**Run 1: routed metal, one colour a layer**

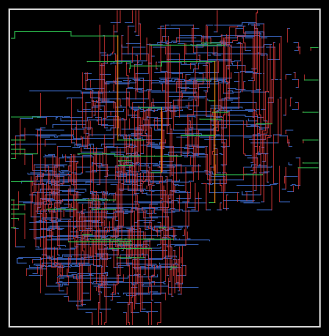
**Run 1: congestion heat map**

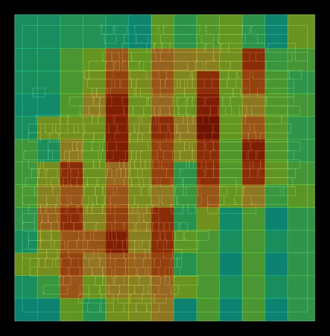
**Run 1: gate-type map**

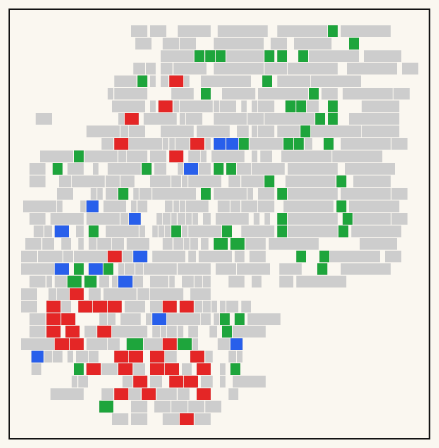
**Run 1: placement density heat map**

The die is cut into 9 by 9 equal tiles; white is low, dark blue is high, 0 to 100% covered.
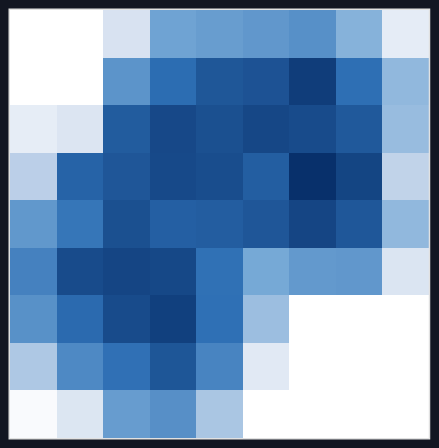
[src/rtl/uart_rx_fifo_if.sv]
// Receive-side bus of the buffered UART: FIFO head, pop/clear controls and status.
// The core (master) pops bytes and clears errors; the receiver (slave) drives
// the head byte, fill level and status flags.
interface uart_rx_fifo_if #(
    parameter int DEPTH = 4
);
    localparam int CW = $clog2(DEPTH) + 1;

    logic          rd;
    logic          clr_err;
    logic [7:0]    dout;
    logic          valid;
    logic [CW-1:0] count;
    logic          full;
    logic          busy;
    logic          overrun;
    logic          ferr;

    modport master (
        output rd,
        output clr_err,
        input  dout,
        input  valid,
        input  count,
        input  full,
        input  busy,
        input  overrun,
        input  ferr
    );

    modport slave (
        input  rd,
        input  clr_err,
        output dout,
        output valid,
        output count,
        output full,
        output busy,
        output overrun,
        output ferr
    );
endinterface

[src/rtl/uart_rx_fifo.sv]
// Oversampled 8N1 UART receiver feeding a first-word-fall-through FIFO.
// One bit lasts divisor+1 clk cycles; the start bit is confirmed at its middle,
// data and stop bits are sampled one bit period apart from there.
module uart_rx_fifo #(
    parameter int DEPTH = 4
) (
    input  logic        clk,
    input  logic        rst,
    input  logic [15:0] divisor,
    input  logic        RX,
    uart_rx_fifo_if.slave bus
);
    localparam int AW = $clog2(DEPTH);
    localparam int CW = AW + 1;

    typedef enum logic [1:0] {
        S_IDLE,
        S_START,
        S_DATA,
        S_STOP
    } state_t;

    // Synchronizer and edge detect
    logic          r_rx_m;
    logic          r_rx_s;
    logic          r_rx_q;
    logic          w_start_edge;

    // Receiver FSM
    state_t        r_state;
    state_t        w_state_nxt;
    logic [15:0]   r_cnt;
    logic [15:0]   w_cnt_nxt;
    logic [2:0]    r_bit;
    logic [2:0]    w_bit_nxt;
    logic [7:0]    r_shift;
    logic [7:0]    w_shift_nxt;
    logic          w_stop_good;
    logic          w_stop_bad;

    // FIFO
    logic [7:0]    r_mem [DEPTH];
    logic [AW-1:0] r_wr_ptr;
    logic [AW-1:0] r_rd_ptr;
    logic [CW-1:0] r_count;
    logic          w_valid;
    logic          w_full;
    logic          w_pop;
    logic          w_push;
    logic          w_drop;

    // Sticky error flags
    logic          r_overrun;
    logic          r_ferr;

    // Bring RX into the clk domain and keep one cycle of history for edge detection.
    always_ff @(posedge clk) begin
        if (rst) begin
            r_rx_m <= 1'b1;
            r_rx_s <= 1'b1;
            r_rx_q <= 1'b1;
        end else begin
            r_rx_m <= RX;
            r_rx_s <= r_rx_m;
            r_rx_q <= r_rx_s;
        end
    end

    // Only a fresh high-to-low transition starts a frame; a line stuck low does not.
    assign w_start_edge = !r_rx_s && r_rx_q;

    // Receiver state, bit timer, bit index and shift register.
    always_ff @(posedge clk) begin
        if (rst) begin
            r_state <= S_IDLE;
            r_cnt   <= '0;
            r_bit   <= '0;
            r_shift <= '0;
        end else begin
            r_state <= w_state_nxt;
            r_cnt   <= w_cnt_nxt;
            r_bit   <= w_bit_nxt;
            r_shift <= w_shift_nxt;
        end
    end

    // Next-state logic: mid-bit start check, then full-bit spaced data and stop samples.
    always_comb begin
        w_state_nxt = r_state;
        w_cnt_nxt   = r_cnt;
        w_bit_nxt   = r_bit;
        w_shift_nxt = r_shift;
        w_stop_good = 1'b0;
        w_stop_bad  = 1'b0;
        case (r_state)
            S_IDLE: begin
                if (w_start_edge) begin
                    w_state_nxt = S_START;
                    w_cnt_nxt   = '0;
                end
            end
            S_START: begin
                w_cnt_nxt = r_cnt + 16'd1;
                if (r_cnt == (divisor >> 1)) begin
                    if (!r_rx_s) begin
                        w_state_nxt = S_DATA;
                        w_cnt_nxt   = '0;
                        w_bit_nxt   = '0;
                    end else begin
                        // Glitch shorter than half a bit: not a real start bit.
                        w_state_nxt = S_IDLE;
                    end
                end
            end
            S_DATA: begin
                w_cnt_nxt = r_cnt + 16'd1;
                if (r_cnt == divisor) begin
                    // LSB arrives first, so shifting in at the MSB leaves bit 0 at [0].
                    w_shift_nxt = {r_rx_s, r_shift[7:1]};
                    w_cnt_nxt   = '0;
                    w_bit_nxt   = r_bit + 3'd1;
                    if (r_bit == 3'd7) begin
                        w_state_nxt = S_STOP;
                    end
                end
            end
            S_STOP: begin
                w_cnt_nxt = r_cnt + 16'd1;
                if (r_cnt == divisor) begin
                    w_state_nxt = S_IDLE;
                    w_stop_good = r_rx_s;
                    w_stop_bad  = !r_rx_s;
                end
            end
            default: begin
                w_state_nxt = S_IDLE;
            end
        endcase
    end

    assign w_valid = (r_count != '0);
    assign w_full  = (r_count == CW'(DEPTH));
    assign w_pop   = bus.rd && w_valid;
    // A pop in the same cycle frees a slot, so a full FIFO still accepts the byte.
    assign w_push  = w_stop_good && (!w_full || w_pop);
    assign w_drop  = w_stop_good && w_full && !w_pop;

    // Circular buffer storage, pointers and fill level.
    always_ff @(posedge clk) begin
        if (rst) begin
            for (int i = 0; i < DEPTH; i++) begin
                r_mem[i] <= '0;
            end
            r_wr_ptr <= '0;
            r_rd_ptr <= '0;
            r_count  <= '0;
        end else begin
            if (w_push) begin
                r_mem[r_wr_ptr] <= r_shift;
                r_wr_ptr        <= r_wr_ptr + 1'b1;
            end
            if (w_pop) begin
                r_rd_ptr <= r_rd_ptr + 1'b1;
            end
            if (w_push && !w_pop) begin
                r_count <= r_count + 1'b1;
            end else if (w_pop && !w_push) begin
                r_count <= r_count - 1'b1;
            end
        end
    end

    // Sticky error flags; a new error outranks a simultaneous clear.
    always_ff @(posedge clk) begin
        if (rst) begin
            r_overrun <= 1'b0;
            r_ferr    <= 1'b0;
        end else begin
            if (w_drop) begin
                r_overrun <= 1'b1;
            end else if (bus.clr_err) begin
                r_overrun <= 1'b0;
            end
            if (w_stop_bad) begin
                r_ferr <= 1'b1;
            end else if (bus.clr_err) begin
                r_ferr <= 1'b0;
            end
        end
    end

    assign bus.dout    = r_mem[r_rd_ptr];
    assign bus.valid   = w_valid;
    assign bus.count   = r_count;
    assign bus.full    = w_full;
    assign bus.busy    = (r_state != S_IDLE);
    assign bus.overrun = r_overrun;
    assign bus.ferr    = r_ferr;
endmodule

[src/flat_wrapper.sv]
// flat-port wrapper written by rule: the top's interface ports become plain ports
module uart_rx_fifo_flat 
#(
    parameter int DEPTH = 4
)
  (clk, rst, divisor, RX, bus_rd, bus_clr_err, bus_dout, bus_valid, bus_count, bus_full, bus_busy, bus_overrun, bus_ferr);
  uart_rx_fifo_if #(.DEPTH(DEPTH)) bus_i ();
  input  logic clk;
  input  logic rst;
  input  logic [15:0] divisor;
  input  logic RX;
  input wire logic [$bits(bus_i.rd)-1:0] bus_rd;
  input wire logic [$bits(bus_i.clr_err)-1:0] bus_clr_err;
  output wire logic [$bits(bus_i.dout)-1:0] bus_dout;
  output wire logic [$bits(bus_i.valid)-1:0] bus_valid;
  output wire logic [$bits(bus_i.count)-1:0] bus_count;
  output wire logic [$bits(bus_i.full)-1:0] bus_full;
  output wire logic [$bits(bus_i.busy)-1:0] bus_busy;
  output wire logic [$bits(bus_i.overrun)-1:0] bus_overrun;
  output wire logic [$bits(bus_i.ferr)-1:0] bus_ferr;
  assign bus_i.rd = bus_rd;
  assign bus_i.clr_err = bus_clr_err;
  assign bus_dout = bus_i.dout;
  assign bus_valid = bus_i.valid;
  assign bus_count = bus_i.count;
  assign bus_full = bus_i.full;
  assign bus_busy = bus_i.busy;
  assign bus_overrun = bus_i.overrun;
  assign bus_ferr = bus_i.ferr;
  uart_rx_fifo #(.DEPTH(DEPTH)) u_core (.clk(clk), .rst(rst), .divisor(divisor), .RX(RX), .bus(bus_i));
endmodule
[config.mk]
export PLATFORM = sky130hd
export DESIGN_NAME = uart_rx_fifo_flat
export DESIGN_NICKNAME = d
export VERILOG_FILES = /design/src/rtl/uart_rx_fifo_if.sv /design/src/rtl/uart_rx_fifo.sv /design/src/flat_wrapper.sv
export SDC_FILE = /design/constraint.sdc
export NUM_CORES = 1
export LEC_CHECK = 0
export CAP_MARGIN = 20
export CORE_AREA = 2 2 89 91
export DETAILED_ROUTE_END_ITERATION = 8
export DIE_AREA = 0 0 91 93
export PLACE_DENSITY = 0.87
export SYNTH_ARGS = -nofsm -noshare
export SYNTH_HDL_FRONTEND = slang
export SYNTH_SLANG_ARGS = --single-unit
[constraint.sdc]
create_clock -name clk -period 3.77 [get_ports clk]
set_clock_uncertainty 0.2 [all_clocks]
set_input_delay 1.131 -clock clk [delete_from_list [all_inputs] [get_ports clk]]
set_output_delay 1.131 -clock clk [all_outputs]
set_load 0.03 [all_outputs]
==> flow_summary.rst, run 1 <==
Physical design figures
=======================

.. list-table::
   :header-rows: 1

   * - Metric
     - Value
   * - Cell row count
     - 32
   * - Layout-stage area growth over the synthesis result
     - 20.08%
   * - Nature of the critical path endpoint
     - flip-flop
   * - Cell taking the most area after synthesis
     - sky130_fd_sc_hd__edfxtp_1
   * - Average cell area after synthesis
     - 10.71 um2
   * - Wire length of the first global-routing pass
     - 13.30 mm
   * - Arrival time reported for the critical path endpoint
     - 3790 ps
   * - Source-to-sink clock delay at the later pin of the worst-skew pair
     - 350 ps
   * - Final total negative setup slack
     - 0 ps
   * - Total internal power
     - 1.229 mW
   * - Length of the first detailed-routing pass in iterations
     - 4
   * - Final critical-path share of the clock period
     - 98.14%
   * - Max Transition Viols Final
     - 0
   * - Net count entering floorplan
     - 385
   * - Final hold slack
     - 214.4 ps
   * - Commonest cells in the netlist
     - 43 x sky130_fd_sc_hd__dfxtp_1, 35 x sky130_fd_sc_hd__xor2_1, 34 x sky130_fd_sc_hd__and2_1
   * - Instance count of the mapped netlist
     - 359
   * - Number of levels the H-tree was split into
     - 3
   * - CTS Root Buffer Type
     - sky130_fd_sc_hd__clkbuf_8
   * - Critical path data required time
     - 3860 ps
   * - Drc violations
     - 0
   * - Iter 0 DRT Violations
     - 134
   * - Post-placement cell area
     - 4414 um2
   * - Overall via count from detail_route
     - 2,836
   * - Starting utilization of the core area
     - 51.06%
   * - Most used routing layer
     - met2
   * - Critical-path cell list
     - clkdlybuf4s50_1, xor2_1, nor4_2, buf_4, nand4_4, nor3_2, ha_1, inv_1, fa_1, xor2_1, or3_1, a21oi_1
   * - Max-cap violations
     - 0
   * - Yosys warning tally
     - 0
   * - #FFs+latches synth
     - 75
   * - Final antenna diode count
     - 0
   * - Power in combinational cells
     - 0.246 mW
   * - Family with the most delay on the worst path
     - simple AND/OR/NAND/NOR gates
   * - Clock input transition at the sequential cells of the worst setup and hold paths
     - 90 ps
   * - Worst hold path class
     - reg2reg
   * - Via count of the first global-routing pass
     - 2,833
   * - Highest-count cells in the layout ignoring fill and taps
     - 43 x sky130_fd_sc_hd__dfxtp_1, 36 x sky130_fd_sc_hd__clkdlybuf4s50_1, 35 x sky130_fd_sc_hd__xor2_1, 34 x sky130_fd_sc_hd__and2_1, 32 x sky130_fd_sc_hd__edfxtp_1
   * - Sum of net half-perimeters after detailed placement
     - 5.670 mm
   * - Count of nets left with antenna violations after detail routing
     - 0
   * - Met1 GRT Util
     - 24.05%
   * - Cell area after layout
     - 4616 um2
   * - Most common cell in the synthesized netlist
     - sky130_fd_sc_hd__dfxtp_1
   * - Clock tree from TritonCTS
     - done
   * - Fraction of power spent switching nets
     - 28.44%
   * - PwrDens
     - 372.1 nW/um2
   * - Proportion of synthesized chip area in sequential cells
     - 47.40%
   * - Number of instances in the placed design
     - 501
   * - Start-to-end type of the worst setup path
     - in2reg
   * - Initial antenna violation count
     - 0
   * - Boundary pin count
     - 37
   * - Synth area leaders
     - sky130_fd_sc_hd__edfxtp_1 25%, sky130_fd_sc_hd__dfxtp_1 22%, sky130_fd_sc_hd__xor2_1 8.0%
   * - Final critical-path required period
     - 3700 ps
   * - Share of cells above drive strength 1
     - 16.83%
   * - Final std cells w/o fill
     - 518
   * - Number of buffers on the longest clock path
     - 2
   * - Portion of total power attributed to the clock network
     - 33.6%
   * - Max power group
     - sequential cells
   * - Status
     - complete, no violations
   * - Maximum clock frequency
     - 0.2703 GHz
   * - Number of failing setup endpoints in the final timing report
     - 0
   * - Post-layout nets
     - 437
   * - I/O Buffers
     - 36
   * - Pre-CTS WS
     - -390.0 ps
   * - Total overflow reported by the global router
     - 0
   * - Synth async-reset ratio
     - 0%
   * - Count of buffering cells on the critical path with inverters included
     - 3
   * - Final weighted congestion of routability-driven global placement
     - 0.8986
   * - Most Frequent Cell on Critical Path
     - sky130_fd_sc_hd__xor2_1
   * - Horiz. Die Dim
     - 91 um
   * - Max-area cell share
     - 25.00%
   * - Synthesis area per yosys
     - 3844 um2
   * - Maximum number of pins on one net before global-route repair
     - 52
   * - Routed vias/inst
     - 5.475
   * - P_clk
     - 0.577 mW
Back to the opening pictures, 'routed metal, one colour a layer':
- green: M3 (wire length 377 um)
- orange: M4 (wire length 91.1 um)
- red: M2 (wire length 4,030 um)
- blue: M1 (wire length 3,360 um)

Back to the opening pictures, 'congestion heat map':
all-layer global routing usage: 19.74%
Avg WL per Cell: 15.17 um
met3 usage: 4.432%
met2 capacity usage during global routing: 34.63%
Post-Route Utilization: 61.32%

Back to the opening pictures, 'gate-type map':
- red: xor and xnor cells (cells 38; most used xor2_1)
- blue: non-inverting ao/oa cells (cells 13)
- green: and/or cells (cells 57; most used and2_1)

Back to the opening pictures, 'placement density heat map':
- tiles over 75% full: 37%
- nearly empty tiles: 17%
- fullest tile: 100%
- mean over tiles: 53%
- emptiest ninth of the die: bottom right

run 1: worst paths after layout:
check / startpoint / to / slack, ps / cells past startpoint
setup / recovery: divisor[13] / u_core.bus.count[2]$_SDFFE_PP0P_ / 70 / 12
hold / removal: u_core.r_rx_m$_SDFF_PP1_ / u_core.r_rx_s$_SDFF_PP1_ / 210 / 1
setup reg to reg: u_core.r_cnt[6]$_SDFFE_PP0N_ / u_core.bus.count[2]$_SDFFE_PP0P_ / 840 / 10
hold reg to reg: u_core.r_rx_m$_SDFF_PP1_ / u_core.r_rx_s$_SDFF_PP1_ / 210 / 1
run 1: logic make-up after synthesis:
group	after synthesis	synth area share [%]
AND-OR/OR-AND	43	7.812
XOR/XNOR	38	8.659
adder cells (fa/ha/maj)	5	1.823
buffers and inverters	29	3.743
flip-flops	75	47.40
multiplexers	21	8.236
AND/OR/NAND/NOR	148	22.33
run 1: state kept, by name, summed over array words and instances, names as in the netlist, 2 cells and up, named ones only:
name and flops:
u_core.r_rd_ptr 2, u_core.r_mem 32, u_core.bus.count 3, u_core.r_shift 8
u_core.r_cnt 16, u_core.r_bit 3, u_core.r_wr_ptr 2
run 1: area by class of cell:
cell class	instances	area [um2]
clock inverter	7	58.81
inverter	9	33.78
clock buffer	9	123.9
sequential	75	1822
timing repair buffer	61	560.5
fill	609	2912
multi-input combinational	255	1889
tap	102	127.6
run 1: routing by layer:
metal / part of all wire (%) / wire, um / up-vias
met5: 0 / 0 / -
met4: 1.2 / 91 / 0
met1: 43 / 3357 / 1375
met2: 51 / 4032 / 79
li1: - / - / 1374
met3: 4.8 / 377 / 8
run 1: what timing repair did:
action	in CTS	in global routing
resized	0	2
setup endpoints to repair	1	17
hold endpoints to repair	0	0
buffers inserted	1	0
pin swaps	1	0
==> run 2: changes to the inputs <==
--- a/config.mk
+++ b/config.mk
@@ -9,7 +9,9 @@
 export CORE_AREA = 2 2 89 91
 export DETAILED_ROUTE_END_ITERATION = 8
 export DIE_AREA = 0 0 91 93
+export GPL_TIMING_DRIVEN = 0
 export PLACE_DENSITY = 0.87
+export SLEW_MARGIN = 30
 export SYNTH_ARGS = -nofsm -noshare
 export SYNTH_HDL_FRONTEND = slang
 export SYNTH_SLANG_ARGS = --single-unit
==> run 2 against run 1 <==
Effect of this change:
- core utilization down 0.43 points
- die size did not move
- critical path depth unchanged
- critical endpoint unchanged
- highest routed layer unchanged
==> flow_summary.rst, run 2 <==
Physical design figures
=======================

.. list-table::
   :header-rows: 1

   * - Metric
     - Value
   * - Final hold slack
     - 215.3 ps
   * - PwrDens
     - 370.6 nW/um2
   * - Layout-stage area growth over the synthesis result
     - 19.24%
   * - Wire length of the first global-routing pass
     - 13.10 mm
   * - Area occupied by registers
     - 1822 um2
   * - Highest-count cells in the layout ignoring fill and taps
     - 43 x sky130_fd_sc_hd__dfxtp_1, 35 x sky130_fd_sc_hd__xor2_1, 34 x sky130_fd_sc_hd__and2_1, 32 x sky130_fd_sc_hd__edfxtp_1, 30 x sky130_fd_sc_hd__nor2_1
   * - Most common cell in the synthesized netlist
     - sky130_fd_sc_hd__dfxtp_1
   * - Final total negative setup slack
     - 0 ps
   * - Max power group
     - sequential cells
   * - Drc violations
     - 0
   * - Average cell area after synthesis
     - 10.71 um2
   * - Nature of the critical path endpoint
     - flip-flop
   * - CTS Root Buffer Type
     - sky130_fd_sc_hd__clkbuf_8
   * - Number of failing setup endpoints in the final timing report
     - 0
   * - Maximum number of pins on one net before global-route repair
     - 16
   * - Arrival time reported for the critical path endpoint
     - 3810 ps
   * - Status
     - complete, no violations
   * - Synth async-reset ratio
     - 0%
   * - Final critical-path share of the clock period
     - 98.89%
   * - Number of filler instances in the final layout
     - 635
   * - Yosys warning tally
     - 0
   * - Maximum clock frequency
     - 0.2682 GHz
   * - #FFs+latches synth
     - 75
   * - Largest register FFs
     - 32
   * - Proportion of synthesized chip area in sequential cells
     - 47.40%
   * - Worst hold path class
     - reg2reg
   * - Clock input transition at the sequential cells of the worst setup and hold paths
     - 80 ps
   * - Commonest cells in the netlist
     - 43 x sky130_fd_sc_hd__dfxtp_1, 35 x sky130_fd_sc_hd__xor2_1, 34 x sky130_fd_sc_hd__and2_1
   * - All-layer global routing usage
     - 19.87%
   * - Max-area cell share
     - 25.00%
   * - Overall via count from detail_route
     - 2,789
   * - Final antenna diode count
     - 0
   * - Length of the first detailed-routing pass in iterations
     - 4
   * - Total internal power
     - 1.219 mW
   * - Instance count of the mapped netlist
     - 359
-- run 2: netlist changes by cell type in the layout (fill, tap and decap cells not counted), moves of 3 or more --
cell	before	now
sky130_fd_sc_hd__buf_2	0	3
sky130_fd_sc_hd__buf_4	24	4
sky130_fd_sc_hd__buf_6	0	4
sky130_fd_sc_hd__clkbuf_1	0	9
sky130_fd_sc_hd__clkdlybuf4s50_1	36	29
sky130_fd_sc_hd__dlymetal6s2s_1	0	7
-- run 2: area by class of cell --
class                   count  area share, %
plain buffers              18          2.239
clock buffers               9          2.703
clock inverters             7          1.283
inverters                   9         0.7371
multi-input cells         255          41.61
flip-flops and latches     75          39.75
well taps                 102          2.785
repair buffers             40          8.900
-- run 2: critical path, cell delays in order --
cell and delay, ps:
sky130_fd_sc_hd__clkdlybuf4s50_1 450, sky130_fd_sc_hd__xor2_1 170, sky130_fd_sc_hd__nor4_2 270, sky130_fd_sc_hd__buf_4 170
sky130_fd_sc_hd__nand4_4 150, sky130_fd_sc_hd__nor3_4 240, sky130_fd_sc_hd__ha_2 230, sky130_fd_sc_hd__inv_1 60
sky130_fd_sc_hd__fa_2 330, sky130_fd_sc_hd__xor2_1 150, sky130_fd_sc_hd__or3_1 330, sky130_fd_sc_hd__a21oi_2 120
-- run 2: layer usage --
metal / routed length (um) / part of all wire, % / track usage (%)
met5: 0 / 0 / 0
met4: 142 / 1.8 / 8.838
met3: 314 / 4.0 / 5.641
met2: 3928 / 50 / 32.96
met1: 3468 / 44 / 24.25
-- run 2: logic make-up after synthesis --
group,Yosys count,share of synthesized area [%]
DFF,75,47.40
muxes,21,8.236
adders and majority gates,5,1.823
AOI/OAI and AO/OA,43,7.812
and+or+nand+nor,148,22.33
buffers and inverters,29,3.743
xor gates and xnor gates,38,8.659
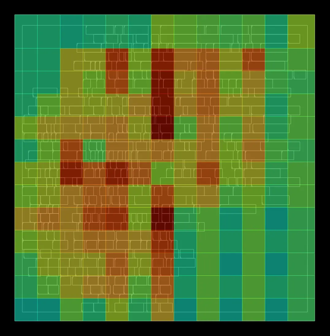
**Above:** run 2 (congestion heat map).
met3 usage: 5.641%
Post-Route Utilization: 60.89%
Avg WL per Cell: 15.25 um

==> run 3: changes to the inputs <==
--- a/config.mk
+++ b/config.mk
@@ -11,7 +11,6 @@
 export DIE_AREA = 0 0 91 93
 export GPL_TIMING_DRIVEN = 0
 export PLACE_DENSITY = 0.87
-export SLEW_MARGIN = 30
 export SYNTH_ARGS = -nofsm -noshare
 export SYNTH_HDL_FRONTEND = slang
 export SYNTH_SLANG_ARGS = --single-unit
==> run 3 against run 2 <==
Effect of this change:
- synthesized cell count stayed put
- critical path type unchanged
- critical endpoint unchanged
- hold slack did not move
- maximum frequency unchanged
- largest power group unchanged
- total power unchanged
==> flow_summary.rst, run 3 <==
Physical design figures
=======================

.. list-table::
   :header-rows: 1

   * - Metric
     - Value
   * - Post-layout nets
     - 434
   * - Clock tree from TritonCTS
     - done
   * - Max-cap violations
     - 0
   * - Proportion of synthesized chip area in sequential cells
     - 47.40%
   * - Post-placement cell area
     - 4332 um2
   * - I/O Buffers
     - 36
   * - Status
     - complete, no violations
   * - PwrDens
     - 370.6 nW/um2
   * - Nature of the critical path endpoint
     - flip-flop
   * - Source-to-sink clock delay at the later pin of the worst-skew pair
     - 360 ps
   * - Most Frequent Cell on Critical Path
     - sky130_fd_sc_hd__xor2_1
   * - Simple share
     - 22.33%
   * - Number of failing setup endpoints in the final timing report
     - 0
   * - Synthesis area per yosys
     - 3844 um2
   * - Pre-CTS WS
     - -735.1 ps
   * - Final critical-path required period
     - 3728 ps
   * - Instance count of the mapped netlist
     - 359
   * - Largest registers ranked by flip-flop count
     - u_core.r_mem: 32 flops, u_core.r_cnt: 16 flops, u_core.r_shift: 8 flops
   * - Final weighted congestion of routability-driven global placement
     - 0.8673
   * - Highest-count cells in the layout ignoring fill and taps
     - 43 x sky130_fd_sc_hd__dfxtp_1, 35 x sky130_fd_sc_hd__xor2_1, 34 x sky130_fd_sc_hd__and2_1, 32 x sky130_fd_sc_hd__edfxtp_1, 30 x sky130_fd_sc_hd__nor2_1
   * - Sum of net half-perimeters after detailed placement
     - 5.612 mm
   * - Critical-path cell list
     - clkdlybuf4s50_1, xor2_1, nor4_2, buf_4, nand4_4, nor3_4, ha_2, inv_1, fa_2, xor2_1, or3_1, a21oi_2
   * - Cell area after layout
     - 4583 um2
   * - Worst hold path class
     - reg2reg
   * - Delay of the slowest cell on the worst path
     - 450 ps
   * - Routed vias/inst
     - 5.416
   * - Final std cells w/o fill
     - 515
   * - Register with the highest flop count
     - u_core.r_mem
   * - Average cell area after synthesis
     - 10.71 um2
   * - Number of levels the H-tree was split into
     - 3
   * - Net count entering floorplan
     - 385
   * - Largest register FFs
     - 32
   * - Synth async-reset ratio
     - 0%
   * - All-layer global routing usage
     - 19.87%
   * - Mux share of post-synthesis cell area
     - 8.236%
   * - Final antenna diode count
     - 0
   * - Synthesized-area fraction occupied by adder cells
     - 1.823%
   * - Count of nets left with antenna violations after detail routing
     - 0
   * - Initial antenna violation count
     - 0
   * - Max Transition Viols Final
     - 0
   * - Hold path depth
     - 1
   * - CTS Root Buffer Type
     - sky130_fd_sc_hd__clkbuf_8
   * - Area fraction in compound gates
     - 7.813%
   * - Arrival time reported for the critical path endpoint
     - 3810 ps
   * - Cell row count
     - 32
   * - Critical path data required time
     - 3860 ps
   * - Hold path startpoint
     - u_core.r_rx_m$_SDFF_PP1_
   * - Critical path depth
     - 12
   * - Synth area leaders
     - sky130_fd_sc_hd__edfxtp_1 25%, sky130_fd_sc_hd__dfxtp_1 22%, sky130_fd_sc_hd__xor2_1 8.0%
   * - Via count of the first global-routing pass
     - 2,800
   * - Most common cell in the synthesized netlist
     - sky130_fd_sc_hd__dfxtp_1
   * - Final total negative setup slack
     - 0 ps
   * - Family with the most delay on the worst path
     - simple AND/OR/NAND/NOR gates
   * - Overall via count from detail_route
     - 2,789
   * - Starting utilization of the core area
     - 51.06%
   * - Layout-stage area growth over the synthesis result
     - 19.24%
   * - Cell taking the most area after synthesis
     - sky130_fd_sc_hd__edfxtp_1
   * - Horiz. Die Dim
     - 91 um
   * - Share of cells above drive strength 1
     - 14.29%
   * - Length of the first detailed-routing pass in iterations
     - 4
   * - Max-area cell share
     - 25.00%
   * - Final critical-path share of the clock period
     - 98.89%
   * - Number of buffers on the longest clock path
     - 2
   * - #FFs+latches synth
     - 75
   * - Number of instances in the placed design
     - 497
   * - Clock input transition at the sequential cells of the worst setup and hold paths
     - 80 ps
   * - Avg WL per Cell
     - 15.25 um
   * - Wire length of the first global-routing pass
     - 13.10 mm
   * - Worst r2r path cells
     - 11
   * - Slowest-stage cell, CP
     - sky130_fd_sc_hd__clkdlybuf4s50_1
   * - Drc violations
     - 0
   * - Start-to-end type of the worst setup path
     - in2reg
## run 3: cells by family (layout without fill, tap and decap cells)
kind of cell | Yosys count | after routing
multiplexers | 21 | 21
XOR/XNOR | 38 | 38
AND/OR/NAND/NOR | 148 | 148
AND-OR/OR-AND | 43 | 43
buffers and inverters | 29 | 83
adder cells (fa/ha/maj) | 5 | 5
flip-flops | 75 | 75
## run 3: timing repair
item | 4_1_cts | 5_1_grt
pin swaps | 4 | 8
setup endpoints to repair | 18 | 9
resized | 3 | 10
buffers inserted | 2 | 2
gates cloned | 0 | 0
## run 3: layout make-up
type / count / area, um2 / share of cell area, %
buffer: 18 / 102.6 / 2.239
timing repair buffer: 40 / 407.9 / 8.900
sequential: 75 / 1822 / 39.75
tap: 102 / 127.6 / 2.785
clock inverter: 7 / 58.81 / 1.283
clock buffer: 9 / 123.9 / 2.703
inverter: 9 / 33.78 / 0.7371
multi-input combinational: 255 / 1907 / 41.61
## run 3: worst paths after layout
kind	end	slack [ps]
worst max-delay path	u_core.bus.count[2]$_SDFFE_PP0P_	40
worst min-delay path	u_core.r_rx_s$_SDFF_PP1_	220
worst min register to register	u_core.r_rx_s$_SDFF_PP1_	220
worst max register to register	u_core.bus.count[2]$_SDFFE_PP0P_	670
## run 3: metal layers
layer  routed length (um)  global-route usage [%]  vias to the layer above
li1                     -                       -                     1369
met1                 3468                   24.25                     1339
met2                 3928                   32.96                       63
met3                  314                   5.641                       18
met4                  142                   8.838                        0
met5                    0                       0                        -
## run 3: report_power, final
part	switching, mW	total (mW)	internal, mW
clock	0.323	0.573	0.250
sequential	0.0206	0.891	0.871
combinational	0.136	0.234	0.0985
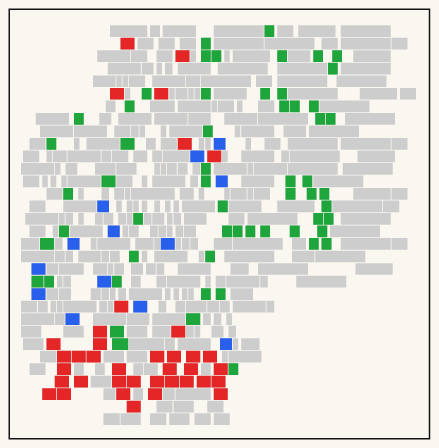
**Above:** run 3 (gate-type map).
- blue: non-inverting ao/oa cells (cells 13)
- red: xor and xnor cells (cells 38; most used xor2_1)
- green: and/or cells (cells 57; most used and2_1)

No activity file was given, so power comes from the tool's default toggle rates.
